Fig. 1: routing congestion
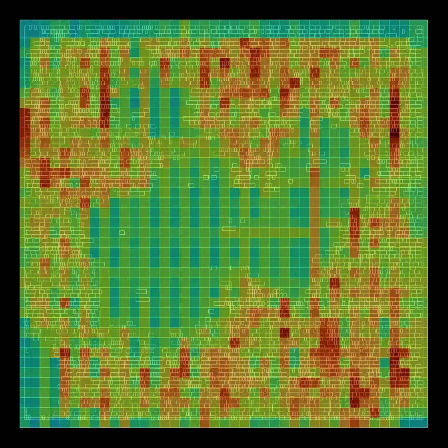
Fig. 2: signal wires on met3
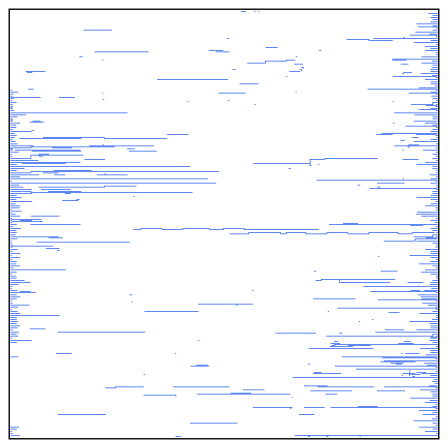
Fig. 3: met2 routing
Cells faint in the background.
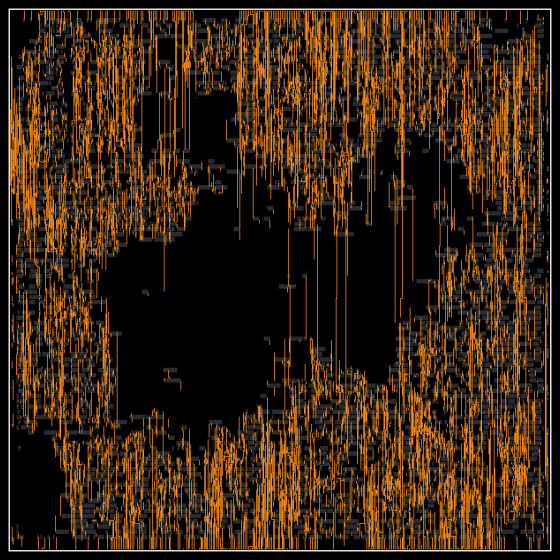
Fig. 4: metal 4
Supply wires on this layer in grey.
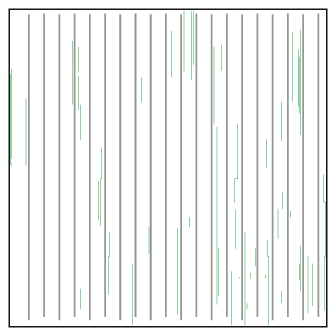
Fig. 5: met1 routing
The bar under the picture is 100 um long. Supply wires on this layer in grey.
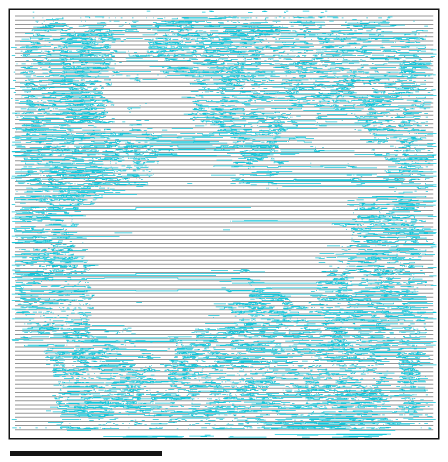
==> config.mk <==
export PLATFORM = sky130hd
export DESIGN_NAME = eq_coeff_gain_stage
export DESIGN_NICKNAME = d
export VERILOG_FILES = /design/src/rtl/eq_pkg.sv /design/src/rtl/bass_gain_sat.sv /design/src/rtl/eq_coeff_gain_stage.sv
export SDC_FILE = /design/constraint.sdc
export NUM_CORES = 1
export LEC_CHECK = 0
export ABC_AREA = 1
export CORE_MARGIN = 3
export CORE_UTILIZATION = 37
export CTS_BUF_LIST = sky130_fd_sc_hd__clkbuf_4 sky130_fd_sc_hd__clkbuf_8 sky130_fd_sc_hd__clkbuf_16
export DETAILED_ROUTE_END_ITERATION = 10
export PLACE_DENSITY = 0.66
export SYNTH_ARGS = -nofsm -noshare
export SYNTH_HDL_FRONTEND = slang
export SYNTH_SLANG_ARGS = --single-unit
==> constraint.sdc <==
create_clock -name clk -period 4.2 [get_ports clk]
set_clock_uncertainty 0.15 [all_clocks]
set_input_delay 0.42 -clock clk [delete_from_list [all_inputs] [get_ports clk]]
set_output_delay 0.42 -clock clk [all_outputs]
set_load 0.03 [all_outputs]
==> src/rtl/eq_pkg.sv <==
// Shared constants for the two-band FIR equaliser.
// Tap count, widths, fixed band coefficients and the gain shift.
package eq_pkg;
  localparam int NTAPS = 16;
  localparam int DW    = 8;
  localparam int BSUMW = 20;
  localparam int BPW   = 16;
  localparam int HPW   = 17;
  localparam int GAIN_UNITY_SHIFT = 2;

  localparam logic [7:0] BASS_COEF [NTAPS] = '{
    8'd1,  8'd2,  8'd4,  8'd7,
    8'd11, 8'd15, 8'd19, 8'd21,
    8'd21, 8'd19, 8'd15, 8'd11,
    8'd7,  8'd4,  8'd2,  8'd1
  };

  localparam logic signed [8:0] HIGH_COEF [NTAPS] = '{
    9'sd0,   -9'sd1,  -9'sd3,  -9'sd6,
    -9'sd10, -9'sd15, -9'sd20, 9'sd100,
    9'sd100, -9'sd20, -9'sd15, -9'sd10,
    -9'sd6,  -9'sd3,  -9'sd1,  9'sd0
  };
endpackage

==> src/rtl/bass_gain_sat.sv <==
// Bass band gain: out = min((in * gain) >> 2, 2^20-1), registered.
// Ports: clk, reset, gain_b, in_bass, rdy_add_bass -> out_bass, rdy_ctrl_bass.
module bass_gain_sat
  import eq_pkg::*;
(
  input  logic             clk,
  input  logic             reset,
  input  logic [2:0]       gain_b,
  input  logic [BSUMW-1:0] in_bass,
  input  logic             rdy_add_bass,
  output logic [BSUMW-1:0] out_bass,
  output logic             rdy_ctrl_bass
);
  localparam int PW = BSUMW + 3;

  logic [PW-1:0]    prod;
  logic [PW-1:0]    scaled;
  logic [BSUMW-1:0] sat;

  assign prod   = PW'(in_bass) * PW'(gain_b);
  assign scaled = prod >> GAIN_UNITY_SHIFT;
  // Any bit above the output width means overflow.
  assign sat    = (|scaled[PW-1:BSUMW]) ? '1
                                        : scaled[BSUMW-1:0];

  always_ff @(posedge clk) begin
    if (reset) begin
      out_bass      <= '0;
      rdy_ctrl_bass <= 1'b0;
    end else begin
      rdy_ctrl_bass <= rdy_add_bass;
      if (rdy_add_bass)
        out_bass <= sat;
    end
  end
endmodule

==> src/rtl/eq_coeff_gain_stage.sv <==
// Equaliser multiply stage: per-tap bass/treble products and bass gain.
// Ports: data_in/rdy_shift -> bass_prod, high_prod, rdy_coe_*; in_bass -> out_bass.
module eq_coeff_gain_stage
  import eq_pkg::*;
(
  input  logic                 clk,
  input  logic                 reset,
  input  logic [NTAPS*DW-1:0]  data_in,
  input  logic                 rdy_shift,
  output logic [NTAPS*BPW-1:0] bass_prod,
  output logic                 rdy_coe_bass,
  output logic [NTAPS*HPW-1:0] high_prod,
  output logic                 rdy_coe_high,
  input  logic [2:0]           gain_b,
  input  logic [BSUMW-1:0]     in_bass,
  input  logic                 rdy_add_bass,
  output logic [BSUMW-1:0]     out_bass,
  output logic                 rdy_ctrl_bass
);
  logic [NTAPS*BPW-1:0] bass_nxt;
  logic [NTAPS*HPW-1:0] high_nxt;

  for (genvar k = 0; k < NTAPS; k++) begin : g_tap
    logic [DW-1:0]         d;
    logic signed [HPW-1:0] hp;
    assign d  = data_in[k*DW +: DW];
    assign bass_nxt[k*BPW +: BPW] =
      BPW'(d) * BPW'(BASS_COEF[k]);
    // Zero-extend the sample so it multiplies as signed.
    assign hp = HPW'($signed({1'b0, d}))
              * HPW'(HIGH_COEF[k]);
    assign high_nxt[k*HPW +: HPW] = hp;
  end

  always_ff @(posedge clk) begin
    if (reset) begin
      bass_prod    <= '0;
      high_prod    <= '0;
      rdy_coe_bass <= 1'b0;
      rdy_coe_high <= 1'b0;
    end else begin
      rdy_coe_bass <= rdy_shift;
      rdy_coe_high <= rdy_shift;
      if (rdy_shift) begin
        bass_prod <= bass_nxt;
        high_prod <= high_nxt;
      end
    end
  end

  bass_gain_sat u_gain (
    .clk           (clk),
    .reset         (reset),
    .gain_b        (gain_b),
    .in_bass       (in_bass),
    .rdy_add_bass  (rdy_add_bass),
    .out_bass      (out_bass),
    .rdy_ctrl_bass (rdy_ctrl_bass)
  );
endmodule

==> metrics.cfg <==
[global_route]
grt_first_pass_wirelength_mm = 126.6
grt_overflow = 0

[floorplan]
fp-utilization = 0.3752
die_w_um = 281.5
rows = 100
die_area_sq_um = 79220

[final_timing]
tightest_slew_ns = 0.8713
post-route-period-util = 0.7725
tns_ns = 0
hold_viol_final = 0

[clock_tree]
htree_levels = 2
tritoncts = done
cts_made_buffers = 46

[detailed_routing]
first_pass_iters = 9

[synth]
synthesis.area_sq_um = 28070
ys_area_sq_um = 28070
synth_warnings = 0
postSynthSeqShare = 0.2496
synth_cell_types = 48
synthTopCellsByArea = dfxtp_1 25%, ha_1 20%, fa_1 9.1%
numSynthFlops = 350

[cells_and_area]
nNetsFinal = 4777
area_growth_pct = 26.45

[power]
pwr_density_cell_nw_per_um2 = 399.3
total_power_mw = 14.18

[setup_path]
timing.rr.start = bass_prod[170]

[status]
status = finished clean

[place]
gp_congestion = 0.8902

[min_path]
hp-class = in -> reg

Notes on Fig. 1 above:
GR Util met3: 0.05225
met2 usage: 0.3408
WL per Instance: 16.26 um
utilization after layout: 0.4745

Notes on Fig. 2 above:
longest straight run: 135 um
nets with wire on the layer: 422
wire length on this layer: 6430 um
share of all routed wire: 7.8%
main direction: horizontal
final wirelength: 82.05 mm
DR vias: 23900

Notes on Fig. 3 above:
main direction: vertical
share of all routed wire: 46%

Notes on Fig. 4 above:
longest straight run: 158 um
wire length on this layer: 2200 um
main direction: vertical

Notes on Fig. 5 above:
longest straight run: 114 um
nets with wire on the layer: 4330
wire length on this layer: 35.5 mm

[flip-flops by register name, indices dropped and copies added, names as in the netlist]
name / cells
u_gain.rdy_ctrl_bass: 1
u_gain.out_bass: 20
rdy_coe_high: 1
high_prod: 158
bass_prod: 170
[worst reg2reg max path, delay by kind of cell (launching register included)]
family	cells	cell delay, ns
flip-flops	1	0.48
buffers and inverters	1	0.06
AND/OR/NAND/NOR	2	0.17
AND-OR/OR-AND	1	0.09
[stage by stage]
stage,setup WS (ns),instance area [sq um]
2_1_floorplan,1.090,28580
3_3_place_gp,0.4293,33730
3_5_place_dp,0.3649,33730
4_1_cts,0.9985,35500
5_1_grt,0.7141,35500
6_report,0.9557,35500
[layer usage]
| metal | GRT usage | vias to the layer above | share of wire |
|---|---|---|---|
| met1 | 0.2532 | 10970 | 0.43 |
| met5 | 0 | - | 0.00054 |
| met4 | 0.05664 | 8 | 0.027 |
| li1 | - | 12200 | - |
| met3 | 0.05225 | 109 | 0.078 |
| met2 | 0.3408 | 607 | 0.46 |
[logic make-up (layout without fill, tap and decap cells)]
kind of cell,count (synthesis),count (layout),synth area share
flops,350,350,0.2496
xor+xnor,61,61,0.01903
simple gates,1058,1058,0.1572
buf+inv,889,1269,0.1492
compound gates,619,619,0.1311
fa+ha+maj,583,583,0.2938
other cells,1,137,0.0001336
[how the worst min path moves through the flow]
| stage | start | end | slack [ns] | depth (start not counted) |
|---|---|---|---|---|
| after floorplan | data_in[115] | high_prod[241] | 0.37 | 1 |
| after CTS | rdy_shift | bass_prod[199] | 0.09 | 2 |
| after global placement | bass_prod[23] | bass_prod[23] | 0.29 | 2 |
| after global routing | rdy_shift | high_prod[196] | 0.13 | 2 |
| after detailed placement | bass_prod[102] | bass_prod[102] | 0.29 | 2 |
| final | rdy_shift | high_prod[196] | 0.13 | 2 |
[cells in the mapped netlist, types with 6 or more instances]
master,number
inv_1,585
fa_1,127
xnor2_1,13
nor3_1,14
buf_2,52
dfxtp_1,350
o21ai_0,210
nor2_1,176
buf_4,204
a22o_1,88
a21o_1,27
o21ai_2,7
xor2_1,48
o31ai_1,13
nand2_1,660
nand4_1,34
nand2_2,11
a31oi_1,22
clkbuf_1,32
nand3_1,136
o21ai_1,6
nand3b_1,6
ha_1,456
a21oi_1,219
o211ai_1,7
inv_2,9
[layout make-up]
| type | count | area (sq um) |
|---|---|---|
| Sequential cell | 350 | 7007 |
| Timing Repair Buffer | 588 | 5874 |
| Clock buffer | 57 | 1303 |
| Inverter | 596 | 2245 |
| Tap cell | 969 | 1212 |
| Fill cell | 7356 | 39320 |
| Antenna cell | 1 | 2.502 |
| Multi-Input combinational cell | 2457 | 17390 |
| Clock inverter | 28 | 464.2 |
[power by group]
group	internal, mW	switching, mW	leakage (nW)
combinational	2.15	3.52	14.5
sequential	3.70	0.260	2.90
clock	2.84	1.70	0.851
total	8.70	5.48	18.2
Power is estimated from default activity; no workload was simulated.
